[config.mk]
export PLATFORM = sky130hd
export DESIGN_NAME = alu_multicycle
export DESIGN_NICKNAME = d
export VERILOG_FILES = /design/src/rtl/alu_multicycle.sv
export SDC_FILE = /design/constraint.sdc
export NUM_CORES = 1
export LEC_CHECK = 0
export CORE_ASPECT_RATIO = 1.1
export CORE_MARGIN = 2
export CORE_UTILIZATION = 41
export DETAILED_ROUTE_END_ITERATION = 12
export PLACE_DENSITY = 0.64
export REMOVE_ABC_BUFFERS = 1
export SKIP_CTS_REPAIR_TIMING = 1
export SYNTH_ARGS = -nofsm -noshare
export SYNTH_HDL_FRONTEND = slang
export SYNTH_SLANG_ARGS = --single-unit
[constraint.sdc]
create_clock -name CLK -period 5.14 [get_ports CLK]
set_input_delay 1.542 -clock CLK [delete_from_list [all_inputs] [get_ports CLK]]
set_output_delay 1.542 -clock CLK [all_outputs]
set_load 0.02 [all_outputs]
[src/rtl/alu_multicycle.sv]
// Multi-cycle ALU: single-cycle logic/arithmetic ops plus an iterative
// shift-add unsigned multiply. Define ALU_MC_MULT_HI_EN to produce the product high word.
module alu_multicycle #(
  parameter int DATA_WIDTH = 32
) (
  input  logic                  CLK,
  input  logic                  RST,
  input  logic                  START,
  input  logic [3:0]            OPRN,
  input  logic [DATA_WIDTH-1:0] OP1,
  input  logic [DATA_WIDTH-1:0] OP2,
  output logic [DATA_WIDTH-1:0] OUT,
  output logic [DATA_WIDTH-1:0] OUT_HI,
  output logic                  ZERO,
  output logic                  CARRY,
  output logic                  OVF,
  output logic                  BUSY,
  output logic                  DONE
);

  localparam int W  = DATA_WIDTH;
`ifdef ALU_MC_MULT_HI_EN
  localparam int AW = 2 * W;
`else
  localparam int AW = W;
`endif
  localparam int CW = $clog2(W) + 1;
  localparam logic [CW-1:0] LAST_ITER = CW'(W - 1);
  localparam logic [W-1:0]  W_AMT     = W'(W);

  typedef enum logic [3:0] {
    OP_ADD = 4'h1,
    OP_SUB = 4'h2,
    OP_MUL = 4'h3,
    OP_SRL = 4'h4,
    OP_SLL = 4'h5,
    OP_AND = 4'h6,
    OP_OR  = 4'h7,
    OP_NOR = 4'h8,
    OP_SLT = 4'h9
  } op_e;

  typedef enum logic {
    S_IDLE = 1'b0,
    S_MUL  = 1'b1
  } state_e;

  state_e          state_q, state_d;
  logic [W-1:0]    out_q, out_d;
  logic            zero_q, zero_d;
  logic            carry_q, carry_d;
  logic            ovf_q, ovf_d;
  logic            done_q, done_d;
  logic [CW-1:0]   cnt_q, cnt_d;
  logic [AW-1:0]   mcand_q, mcand_d;
  logic [W-1:0]    mplier_q, mplier_d;
  logic [AW-1:0]   acc_q, acc_d;
  logic [AW-1:0]   acc_step;
`ifdef ALU_MC_MULT_HI_EN
  logic [W-1:0]    hi_q, hi_d;
`endif

  logic [W:0]      add_full;
  logic [W-1:0]    sub_res;
  logic [W-1:0]    alu_res;
  logic            alu_carry;
  logic            alu_ovf;

  // Single-cycle datapath, evaluated directly on the live operands at the capture edge
  always_comb begin
    alu_res   = '0;
    alu_carry = 1'b0;
    alu_ovf   = 1'b0;
    add_full  = {1'b0, OP1} + {1'b0, OP2};
    sub_res   = OP1 - OP2;
    case (OPRN)
      OP_ADD: begin
        alu_res   = add_full[W-1:0];
        alu_carry = add_full[W];
        alu_ovf   = (OP1[W-1] == OP2[W-1]) && (add_full[W-1] != OP1[W-1]);
      end
      OP_SUB: begin
        alu_res   = sub_res;
        alu_carry = (OP1 >= OP2);
        alu_ovf   = (OP1[W-1] != OP2[W-1]) && (sub_res[W-1] != OP1[W-1]);
      end
      OP_SRL:  alu_res = (OP2 >= W_AMT) ? '0 : (OP1 >> OP2);
      OP_SLL:  alu_res = (OP2 >= W_AMT) ? '0 : (OP1 << OP2);
      OP_AND:  alu_res = OP1 & OP2;
      OP_OR:   alu_res = OP1 | OP2;
      OP_NOR:  alu_res = ~(OP1 | OP2);
      OP_SLT:  alu_res = {{(W-1){1'b0}}, ($signed(OP1) < $signed(OP2))};
      default: alu_res = '0;
    endcase
  end

  assign acc_step = acc_q + (mplier_q[0] ? mcand_q : '0);

  always_comb begin
    state_d  = state_q;
    out_d    = out_q;
    zero_d   = zero_q;
    carry_d  = carry_q;
    ovf_d    = ovf_q;
    done_d   = 1'b0;
    cnt_d    = cnt_q;
    mcand_d  = mcand_q;
    mplier_d = mplier_q;
    acc_d    = acc_q;
`ifdef ALU_MC_MULT_HI_EN
    hi_d     = hi_q;
`endif
    case (state_q)
      S_IDLE: begin
        if (START) begin
          if (OPRN == OP_MUL) begin
            state_d  = S_MUL;
            cnt_d    = '0;
            mcand_d  = AW'(OP1);
            mplier_d = OP2;
            acc_d    = '0;
          end else begin
            out_d   = alu_res;
            zero_d  = (alu_res == '0);
            carry_d = alu_carry;
            ovf_d   = alu_ovf;
            done_d  = 1'b1;
`ifdef ALU_MC_MULT_HI_EN
            hi_d    = '0;
`endif
          end
        end
      end
      S_MUL: begin
        // Partial products stay in acc; OUT only updates on the final iteration
        acc_d    = acc_step;
        mcand_d  = mcand_q << 1;
        mplier_d = mplier_q >> 1;
        cnt_d    = cnt_q + 1'b1;
        if (cnt_q == LAST_ITER) begin
          state_d = S_IDLE;
          cnt_d   = '0;
          out_d   = acc_step[W-1:0];
          zero_d  = (acc_step[W-1:0] == '0);
          carry_d = 1'b0;
          ovf_d   = 1'b0;
          done_d  = 1'b1;
`ifdef ALU_MC_MULT_HI_EN
          hi_d    = acc_step[AW-1:W];
`endif
        end
      end
      default: state_d = S_IDLE;
    endcase
  end

  always_ff @(posedge CLK or posedge RST) begin
    if (RST) begin
      state_q  <= S_IDLE;
      out_q    <= '0;
      zero_q   <= 1'b1;
      carry_q  <= 1'b0;
      ovf_q    <= 1'b0;
      done_q   <= 1'b0;
      cnt_q    <= '0;
      mcand_q  <= '0;
      mplier_q <= '0;
      acc_q    <= '0;
    end else begin
      state_q  <= state_d;
      out_q    <= out_d;
      zero_q   <= zero_d;
      carry_q  <= carry_d;
      ovf_q    <= ovf_d;
      done_q   <= done_d;
      cnt_q    <= cnt_d;
      mcand_q  <= mcand_d;
      mplier_q <= mplier_d;
      acc_q    <= acc_d;
    end
  end

`ifdef ALU_MC_MULT_HI_EN
  always_ff @(posedge CLK or posedge RST) begin
    if (RST) hi_q <= '0;
    else     hi_q <= hi_d;
  end
  assign OUT_HI = hi_q;
`else
  assign OUT_HI = '0;
`endif

  assign OUT   = out_q;
  assign ZERO  = zero_q;
  assign CARRY = carry_q;
  assign OVF   = ovf_q;
  assign DONE  = done_q;
  assign BUSY  = (state_q == S_MUL);

endmodule

### Gate families picked out

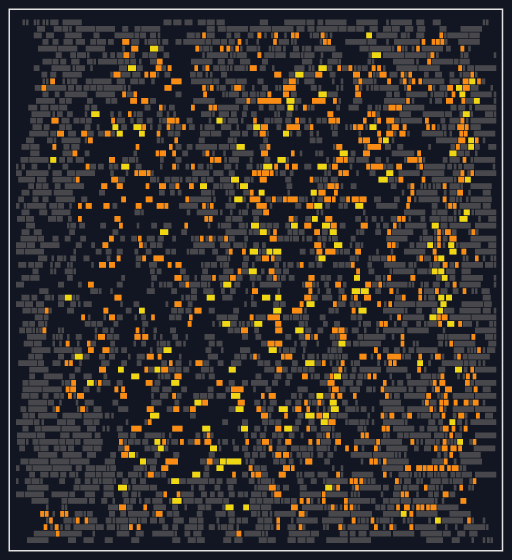
| colour | family | cells | most used | where |
|---|---|---|---|---|
| orange | inverting AOI/OAI gates | 600 | o21ai_0 | widely spread |
| yellow | AND-OR and OR-AND gates | 136 | a21o_1 | widely spread |

### Routed metal, one colour a layer

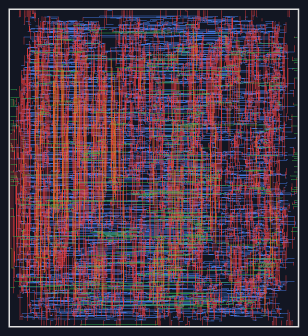
| colour | layer | wire length |
|---|---|---|
| blue | met1 | 35.5 mm |
| orange | met4 | 4,870 um |
| red | met2 | 39.5 mm |
| green | met3 | 5,670 um |

### Clock network drawn from the DEF

Bar = 50 um.
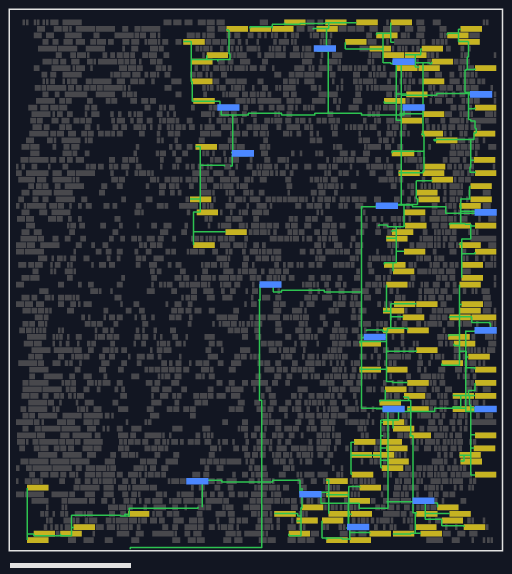
[yellow] flip-flops | count: 139
[green] clock wires | length: 2,290 um
[blue] cells driving clock nets | count: 17
routed clock nets: 18

### Clock routing

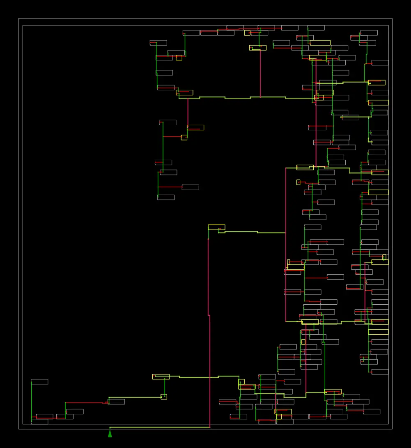
clock latency at the later pin of the worst-skew pair: 0.48 ns
Max Clock Skew: 0.01017 ns

## worst register-to-register path: cells and delay by family (launching register included)
kind                       cells  cell delay [ns]
buffers and inverters          3             0.69
adders and majority gates      1             0.30
DFF                            1             0.53
AOI/OAI and AO/OA              5             1.19
xor gates and xnor gates       1             0.26
and+or+nand+nor                7             1.58
## path summary, 6_finish.rpt
path                                              start                  endpoint  cells past startpoint
worst max-delay path                             OP1[9]          ZERO$_DFFE_PP1P_                     16
worst min-delay path                 OUT[6]$_DFFE_PP0P_        OUT[6]$_DFFE_PP0P_                      2
worst max register to register  mplier_q[0]$_DFFE_PP0P_          ZERO$_DFFE_PP1P_                     17
worst min register to register       OUT[6]$_DFFE_PP0P_        OUT[6]$_DFFE_PP0P_                      2
max in group asynchronous                           RST  mplier_q[17]$_DFFE_PP0P_                      3
min in group asynchronous                           RST   mcand_q[26]$_DFFE_PP0P_                      2
## power by group through the flow
| stage | logic, W | clock network [W] | registers [W] |
|---|---|---|---|
| finish | 0.00291 | 0.00137 | 0.00160 |
| global route | 0.00313 | 0.00143 | 0.00164 |
| CTS | 0.00285 | 0.00139 | 0.00160 |
| detailed placement | 0.00284 | 0 | 0.00162 |
| global placement | 0.00280 | 0 | 0.00161 |
| floorplan | 0.00135 | 0 | 0.00170 |
## state kept, by name, indices dropped and copies added, names as in the netlist
register,flops
BUSY,1
mplier_q,32
mcand_q,32
OVF,1
cnt_q,6
acc_q,32
ZERO,1
OUT,32
DONE,1
CARRY,1
## per-layer routing
metal,vias up,wire (um),track usage (%)
li1,9600,-,-
met1,10180,35480,47.65
met2,911,39480,60.30
met3,176,5674,5.499
met4,0,4870,19.26
met5,-,0,0
==> summary.txt <==
The run has ended; figures from its reports follow.

The flow ran to the end, and the final reports show no timing, DRC or antenna violations. Once layout is complete, the utilization of the core stands at 55.68%. The net count of the finished layout is 3,062. Note that the worst hold path type here is register to register. Yosys reports a chip area of 18,050 um^2. The transition time at the pin with the least slew margin came out at 1.226 ns. The number of flops mapped to enable cells by yosys is 0. In the final layout, clock buffers and inverters account for 2.602% of the cell area. The aggregate negative setup slack came out at 0 ns. The proportion of cell area occupied by registers came out at 14.40%. The max-cap violation count came out at 0. The via total after detailed routing is 20.86k. The number of standard cells in the layout, taps in and fillers out came out at 3,447. The HPWL after detailed placement is 70,110 um.

Per the post-route antenna check, the number of violating nets is 0. The first-pass GRT wire length is 126,200 um. The top cell types in the final layout, fill and taps aside, are 568 x sky130_fd_sc_hd__buf_4, 284 x sky130_fd_sc_hd__nand2_1, 250 x sky130_fd_sc_hd__nor2_1, 180 x sky130_fd_sc_hd__o21ai_0, 176 x sky130_fd_sc_hd__a21oi_1. Yosys attributes the largest share of cell area to sky130_fd_sc_hd__dfrtp_1 19%, sky130_fd_sc_hd__ha_1 9.0%, sky130_fd_sc_hd__mux4_2 7.7%.

Per the breakdown, switching nets consume 40.52% of all power. The critical path class is primary input to register. The clock passes through at most 2 buffers. The layout has 106 inverters outside the clock class. The initial antenna violation count is 2. The clock edge transition at the registers on the reported setup and hold paths came out at 0.07 ns. The layout summary lists the proportion of cells stronger than drive strength 1 as 27.17%. Summing all multi-input logic gate instances after layout gives 13,420 um^2. The cell class with the largest area share is logic gates. Setup repair after global routing could not meet its margin everywhere. The filler cell count came out at 4,186. The flow reports that the clock network draws 23.3% of the design power.

The dominant register cell is sky130_fd_sc_hd__dfrtp_1. The worst path setup slack after routing is 0.02236 ns. The mean routed wirelength per cell came out at 24.81 um. The post-synthesis sequential element count came out at 139. The area of all sequential standard cells came out at 3483 um^2.

The share of the core filled by cells before placement came out at 41.55%. Per the placement report, the placed cell count is 3,411. TritonCTS built the clock tree. The shortest period the worst path allows came out at 5.118 ns.

The final period utilization is 99.57%. The worst-path maximum fanout came out at 10. The number of clock sinks is 139. The multiplexer share of the synthesized area is 12.85%.

The global-route congestion overflow total is 0. The tally of clock buffers in the finished layout came out at 19. Per the CTS log, the maximum H-tree level is 4. The final weighted congestion in routability-driven placement came out at 1.060. The finished cells cover 24,190 um^2. For this design the static power due to leakage is 11.21 nW. The number of warning messages in the yosys log came out at 0.

In the Yosys report the total cell count is 2,341. STA classifies the critical path endpoint as a register. The post-synthesis async set-or-reset flop share is 100.0%.

The final wirelength came out at 85,510 um. The xor and xnor area share after synthesis is 1.795%. The combinational fraction of design power came out at 49.5%. In this run the biggest area consumer among cell types represents 19.13% of the synthesized area. The final number of max-transition violations came out at 0. The power report lists cell-internal power as 0.003496 W. The sequential cell count came out at 139. For reference, the critical path cell chain is clkdlybuf4s50_1 > buf_4 > mux4_2 > buf_4 > mux2i_1 > o22ai_1 > o2bb2ai_1 > o2111ai_1 > buf_4 > nand3_1 > nor4_1 > nand4_1 > nor3_2 > o2111a_1 > nand2_1 > o211ai_2. The number of ordinary and repair buffers in the finished layout is 684. TritonCTS created 17 clock buffers. The signed area change from the synthesized netlist to the final layout came out at 34.01%.

The number of logged tool warnings came out at 95. The most frequent logic cell in the layout is sky130_fd_sc_hd__buf_4. Per the finish-stage timing summary, setup violations number 0. The synthesis run identifies the leading combinational cell family as AND-OR/OR-AND gates. The final-report hold violation count came out at 0. The first-iteration detailed-routing DRC count came out at 1,977. Headroom to the max-slew limit came out at 18.05%. The site row count is 80. The per-instance average area after synthesis is 7.710 um^2. The analysis attributes to net switching a power of 0.002382 W. The delay of the slowest cell on the worst path came out at 0.57 ns.
Power and IR drop assume default switching activity.
